<file path="config.mk">
export PLATFORM = sky130hd
export DESIGN_NAME = gain_ramp_mc_flat
export DESIGN_NICKNAME = d
export VERILOG_FILES = /design/src/rtl/gain_pkg.sv /design/src/rtl/gain_ramp_mc_if.sv /design/src/rtl/gain_ramp_step.sv /design/src/rtl/gain_ramp_mc.sv /design/src/flat_wrapper.sv
export SDC_FILE = /design/constraint.sdc
export NUM_CORES = 1
export LEC_CHECK = 0
export CELL_PAD_IN_SITES_DETAIL_PLACEMENT = 1
export CELL_PAD_IN_SITES_GLOBAL_PLACEMENT = 2
export CORE_MARGIN = 8
export CORE_UTILIZATION = 37
export DETAILED_ROUTE_END_ITERATION = 8
export GPL_TIMING_DRIVEN = 0
export PLACE_DENSITY_LB_ADDON = 0.1
export SYNTH_ARGS = -nofsm -noshare
export SYNTH_HDL_FRONTEND = slang
export SYNTH_SLANG_ARGS = --single-unit
</file>
<file path="constraint.sdc">
create_clock -name clk -period 6.6 [get_ports clk]
set_input_delay 0.99 -clock clk [delete_from_list [all_inputs] [get_ports clk]]
set_output_delay 0.99 -clock clk [all_outputs]
set_load 0.01 [all_outputs]
</file>
<file path="src/rtl/gain_pkg.sv">
// gain_pkg: shared Q(P.F) constants and the round/saturate helper used by the equalizer multipliers
package gain_pkg;
    localparam int P_BITS = 4;
    localparam int F_BITS = 13;
    localparam int WIDTH_BITS = 1 + P_BITS + F_BITS;
    localparam int PROD_BITS = 2 * WIDTH_BITS;
    localparam logic [WIDTH_BITS-1:0] UNITY = WIDTH_BITS'(1 << F_BITS);
    localparam logic signed [PROD_BITS-1:0] SAT_MAX = PROD_BITS'((1 << (WIDTH_BITS - 1)) - 1);
    localparam logic signed [PROD_BITS-1:0] SAT_MIN = ~SAT_MAX;
    localparam logic signed [PROD_BITS-1:0] HALF = PROD_BITS'(1 << (F_BITS - 1));

    // returns {clipped, result}; ties round toward +inf
    function automatic logic [WIDTH_BITS:0] round_sat(input logic signed [PROD_BITS-1:0] p);
        logic signed [PROD_BITS-1:0] r;
        r = (p + HALF) >>> F_BITS;
        return r > SAT_MAX ? {1'b1, SAT_MAX[WIDTH_BITS-1:0]} :
               r < SAT_MIN ? {1'b1, SAT_MIN[WIDTH_BITS-1:0]} : {1'b0, r[WIDTH_BITS-1:0]};
    endfunction
endpackage

</file>
<file path="src/rtl/gain_ramp_mc_if.sv">
// gain_ramp_mc_if: sample, gain-write and result signals of the multi-channel gain stage
interface gain_ramp_mc_if #(
    parameter int WIDTH = 18,
    parameter int CHANNELS = 4,
    parameter int CH_W = 2
) ();
    logic                in_valid;
    logic [CH_W-1:0]     in_ch;
    logic [WIDTH-1:0]    in_sample;
    logic                gain_wr;
    logic [CH_W-1:0]     gain_ch;
    logic [WIDTH-1:0]    gain_target;
    logic [WIDTH-1:0]    ramp_step;
    logic                out_valid;
    logic [CH_W-1:0]     out_ch;
    logic [WIDTH-1:0]    out_sample;
    logic                out_sat;
    logic [CHANNELS-1:0] ramp_busy;

    modport master (
        output in_valid, in_ch, in_sample, gain_wr, gain_ch, gain_target, ramp_step,
        input  out_valid, out_ch, out_sample, out_sat, ramp_busy
    );
    modport slave (
        input  in_valid, in_ch, in_sample, gain_wr, gain_ch, gain_target, ramp_step,
        output out_valid, out_ch, out_sample, out_sat, ramp_busy
    );
endinterface

</file>
<file path="src/rtl/gain_ramp_step.sv">
// gain_ramp_step: one ramp step of cur toward tgt by at most step, never overshooting
module gain_ramp_step #(
    parameter int WIDTH = 18
) (
    input  logic signed [WIDTH-1:0] cur,
    input  logic signed [WIDTH-1:0] tgt,
    input  logic        [WIDTH-1:0] step,
    output logic signed [WIDTH-1:0] next_cur
);
    logic signed [WIDTH:0] diff;
    logic        [WIDTH:0] mag;

    assign diff = {tgt[WIDTH-1], tgt} - {cur[WIDTH-1], cur};
    assign mag = diff[WIDTH] ? -diff : diff;
    assign next_cur = mag <= {1'b0, step} ? tgt : diff[WIDTH] ? cur - step : cur + step;
endmodule

</file>
<file path="src/rtl/gain_ramp_mc.sv">
// gain_ramp_mc: per-channel ramped gain multiply with round/saturate, two-stage pipeline
module gain_ramp_mc
    import gain_pkg::*;
#(
    parameter int P = P_BITS,
    parameter int F = F_BITS,
    parameter int WIDTH = 1 + P + F,
    parameter int CHANNELS = 4,
    parameter int CH_W = CHANNELS > 1 ? $clog2(CHANNELS) : 1
) (
    input logic clk,
    input logic rst_n,
    gain_ramp_mc_if.slave bus
);
    localparam logic signed [WIDTH-1:0] ONE = WIDTH'(1 << F);

    logic signed [WIDTH-1:0]   cur [CHANNELS];
    logic signed [WIDTH-1:0]   tgt [CHANNELS];
    logic signed [WIDTH-1:0]   next_cur;
    logic signed [2*WIDTH-1:0] prod;
    logic                      v1;
    logic [CH_W-1:0]           ch1;

    gain_ramp_step #(.WIDTH(WIDTH)) u_step (
        .cur(cur[bus.in_ch]),
        .tgt(tgt[bus.in_ch]),
        .step(bus.ramp_step),
        .next_cur(next_cur)
    );

    // a gain write with zero step overrides the ramp update on the same channel
    always_ff @(posedge clk or negedge rst_n)
        if (!rst_n) begin
            for (int c = 0; c < CHANNELS; c++) begin
                cur[c] <= ONE;
                tgt[c] <= ONE;
            end
        end else begin
            for (int c = 0; c < CHANNELS; c++) begin
                if (bus.gain_wr && bus.gain_ch == CH_W'(c))
                    tgt[c] <= bus.gain_target;
                if (bus.gain_wr && bus.gain_ch == CH_W'(c) && bus.ramp_step == '0)
                    cur[c] <= bus.gain_target;
                else if (bus.in_valid && bus.in_ch == CH_W'(c))
                    cur[c] <= next_cur;
            end
        end

    always_ff @(posedge clk or negedge rst_n)
        if (!rst_n) begin
            {v1, ch1, prod} <= '0;
            {bus.out_valid, bus.out_ch, bus.out_sample, bus.out_sat} <= '0;
        end else begin
            v1 <= bus.in_valid;
            ch1 <= bus.in_ch;
            prod <= $signed(bus.in_sample) * cur[bus.in_ch];
            bus.out_valid <= v1;
            if (v1) begin
                {bus.out_sat, bus.out_sample} <= round_sat(prod);
                bus.out_ch <= ch1;
            end
        end

    for (genvar g = 0; g < CHANNELS; g++) begin : g_busy
        assign bus.ramp_busy[g] = cur[g] != tgt[g];
    end
endmodule

</file>
<file path="src/flat_wrapper.sv">
// flat-port wrapper written by rule: the top's interface ports become plain ports
module gain_ramp_mc_flat import gain_pkg::*;
#(
    parameter int P = P_BITS,
    parameter int F = F_BITS,
    parameter int WIDTH = 1 + P + F,
    parameter int CHANNELS = 4,
    parameter int CH_W = CHANNELS > 1 ? $clog2(CHANNELS) : 1
)
  (clk, rst_n, bus_in_valid, bus_in_ch, bus_in_sample, bus_gain_wr, bus_gain_ch, bus_gain_target, bus_ramp_step, bus_out_valid, bus_out_ch, bus_out_sample, bus_out_sat, bus_ramp_busy);
  gain_ramp_mc_if #(.WIDTH(WIDTH), .CHANNELS(CHANNELS), .CH_W(CH_W)) bus_i ();
  input logic clk;
  input logic rst_n;
  input wire logic [$bits(bus_i.in_valid)-1:0] bus_in_valid;
  input wire logic [$bits(bus_i.in_ch)-1:0] bus_in_ch;
  input wire logic [$bits(bus_i.in_sample)-1:0] bus_in_sample;
  input wire logic [$bits(bus_i.gain_wr)-1:0] bus_gain_wr;
  input wire logic [$bits(bus_i.gain_ch)-1:0] bus_gain_ch;
  input wire logic [$bits(bus_i.gain_target)-1:0] bus_gain_target;
  input wire logic [$bits(bus_i.ramp_step)-1:0] bus_ramp_step;
  output wire logic [$bits(bus_i.out_valid)-1:0] bus_out_valid;
  output wire logic [$bits(bus_i.out_ch)-1:0] bus_out_ch;
  output wire logic [$bits(bus_i.out_sample)-1:0] bus_out_sample;
  output wire logic [$bits(bus_i.out_sat)-1:0] bus_out_sat;
  output wire logic [$bits(bus_i.ramp_busy)-1:0] bus_ramp_busy;
  assign bus_i.in_valid = bus_in_valid;
  assign bus_i.in_ch = bus_in_ch;
  assign bus_i.in_sample = bus_in_sample;
  assign bus_i.gain_wr = bus_gain_wr;
  assign bus_i.gain_ch = bus_gain_ch;
  assign bus_i.gain_target = bus_gain_target;
  assign bus_i.ramp_step = bus_ramp_step;
  assign bus_out_valid = bus_i.out_valid;
  assign bus_out_ch = bus_i.out_ch;
  assign bus_out_sample = bus_i.out_sample;
  assign bus_out_sat = bus_i.out_sat;
  assign bus_ramp_busy = bus_i.ramp_busy;
  gain_ramp_mc #(.P(P), .F(F), .WIDTH(WIDTH), .CHANNELS(CHANNELS), .CH_W(CH_W)) u_core (.clk(clk), .rst_n(rst_n), .bus(bus_i));
endmodule
</file>
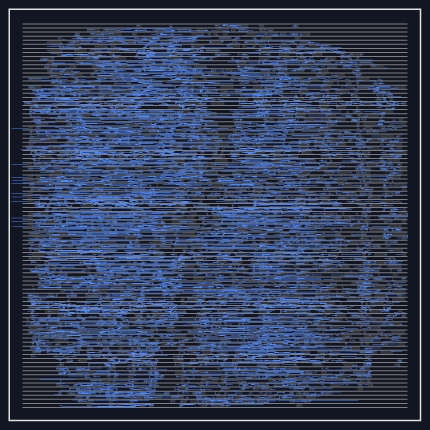
run_1/m1.png
Drawn at 1.5 px/um. Supply wires on this layer in grey.
nets with wire on the layer: 3159
main direction: horizontal
share of all routed wire: 42%
longest straight run: 80.5 um
wire length on this layer: 37.3 mm
vias: 19600
final wirelength: 88800 um
M1 GR Usage: 30.0%

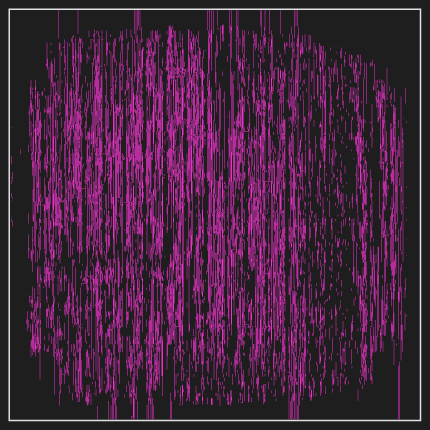
run_1/m2.png
Drawn at 1.5 px/um.
share of all routed wire: 50%
main direction: vertical
M2 GR Usage: 41.9%

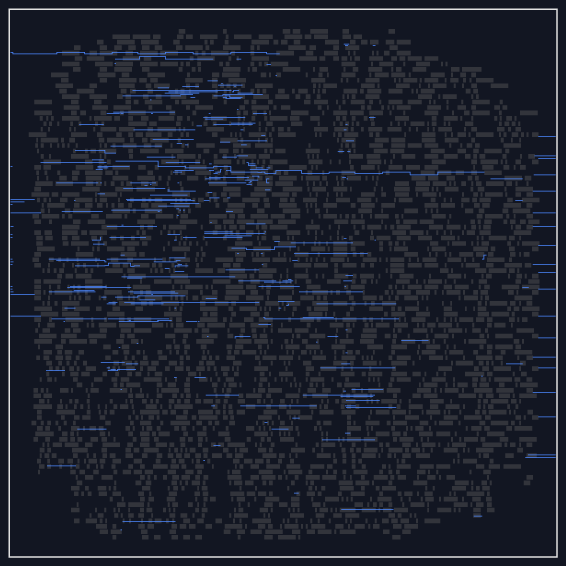
run_1/m3.png
Drawn at 2 px/um.
main direction: horizontal
wire length on this layer: 3170 um
share of all routed wire: 3.6%
nets with wire on the layer: 180
met3 GRT Util: 2.77%

==> flow_metrics.py, run 1 <==
# Physical implementation metrics
metrics = {
    "clock_network": {
        "numCtsBuffers": 17,
        "ctsLongestPathBuffers": 2,
        "cts_tree": "done",
        "cts_max_level": 4,
    },
    "logic_synthesis": {
        "yosysTopAreaCell": "fa_1",
        "topCombFamilyByArea": "adder cells",
        "yosys.stat.seqShare_pct": 19.8,
        "ys_sh_aoi_pct": 8.62,
        "top_cell_area_share_pct": 27.0,
        "yosys_cells": 2596,
        "ys_seq_elements": 193,
        "area_leaders": "fa_1 (27%), dfrtp_1 (19%), ha_1 (7.4%)",
        "muxShareOfSynthArea_pct": 7.47,
    },
    "worst_setup_path": {
        "crit_family": "adder cells",
        "crit_required_ps": 7000,
        "rrSetupSlack_ps": -470,
        "setup.worst_path.start_class": "primary input",
        "crit_path_max_incr_delay_ps": 540,
        "crit_fanout": 6,
    },
    "drt": {
        "wl_met3_um": 3170,
        "drtAntennaViolNets": 0,
        "highest_layer": "met4",
    },
    "run_status": {
        "status": "complete, but fails checks",
        "violations": "setup timing",
    },
    "placed_design": {
        "portBuffers": 86,
        "dp_hpwl_um": 70000,
        "place_congestion": 0.928,
    },
    "grt": {
        "busiest_layer": "met2",
        "grt_pass1_wl_um": 135000,
        "antenna_found_initial": 0,
    },
    "final_layout": {
        "clock_area_share_pct": 2.16,
        "logic_area_mm2": 0.0186,
        "final_common_cell": "inv_1",
        "flops": 193,
        "largestClassByArea": "logic gates",
        "post-route-util_pct": 45.3,
        "buffers_excl_clock": 306,
        "area_growth_pct": 21.6,
        "inv_count": 445,
    },
    "die": {
        "die-area_mm2": 0.0746,
    },
    "timing": {
        "fin_ws_ps": -846,
        "final-hold-violation-count": 0,
        "finalSetupViolations": 22,
    },
}
==> run 2: changes to the inputs <==
--- a/config.mk
+++ b/config.mk
@@ -7,2 +7,3 @@
 export LEC_CHECK = 0
+export CAP_MARGIN = 20
 export CELL_PAD_IN_SITES_DETAIL_PLACEMENT = 1
==> constraint.sdc (replaced) <==
create_clock -name clk -period 6.55 [get_ports clk]
set_input_delay 0.655 -clock clk [delete_from_list [all_inputs] [get_ports clk]]
set_output_delay 0.655 -clock clk [all_outputs]
set_load 0.01 [all_outputs]
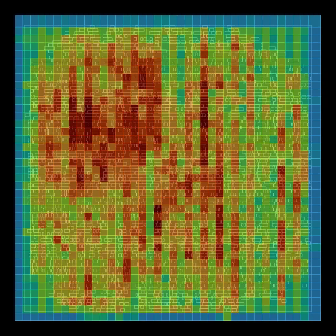
run_2/congestion_map.png
M1 GR Usage: 29.7%
M2 GR Usage: 40.9%

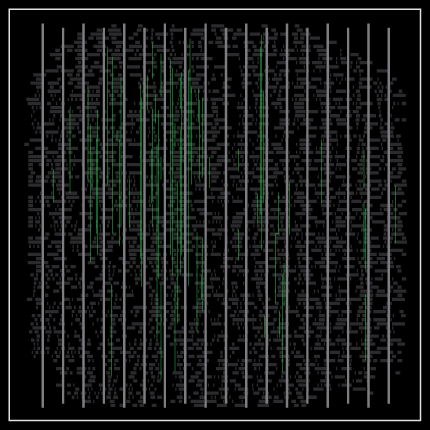
run_2/m4.png
Drawn at 1.5 px/um. Supply wires on this layer in grey.
wire length on this layer: 3750 um
share of all routed wire: 4.2%
vias: 19600
final wirelength: 88400 um

==> flow_metrics.py, run 2 <==
# Physical implementation metrics
metrics = {
    "run_status": {
        "status": "complete, but fails checks",
        "violations": "setup timing",
    },
    "placed_design": {
        "place_congestion": 0.898,
    },
    "logic_synthesis": {
        "muxShareOfSynthArea_pct": 7.47,
        "topCombFamilyByArea": "adder cells",
        "top_cell_area_share_pct": 27.0,
        "ys_sh_aoi_pct": 8.62,
        "yosys_cells": 2596,
    },
    "timing": {
        "finalSetupViolations": 17,
        "fin_ws_ps": -419,
        "final-hold-violation-count": 0,
    },
    "final_layout": {
        "final_common_cell": "inv_1",
        "clock_area_share_pct": 2.21,
        "inv_count": 445,
    },
    "worst_setup_path": {
        "crit_required_ps": 6930,
        "crit_path_max_incr_delay_ps": 630,
        "crit_fanout": 8,
    },
    "drt": {
        "wl_met3_um": 3600,
        "drtAntennaViolNets": 0,
        "highest_layer": "met4",
    },
    "grt": {
        "busiest_layer": "met2",
        "antenna_found_initial": 0,
        "met3_usage_pct": 3.06,
    },
    "clock_network": {
        "cts_max_level": 4,
        "cts_tree": "done",
        "ctsLongestPathBuffers": 2,
    },
    "die": {
        "die-area_mm2": 0.0746,
    },
}
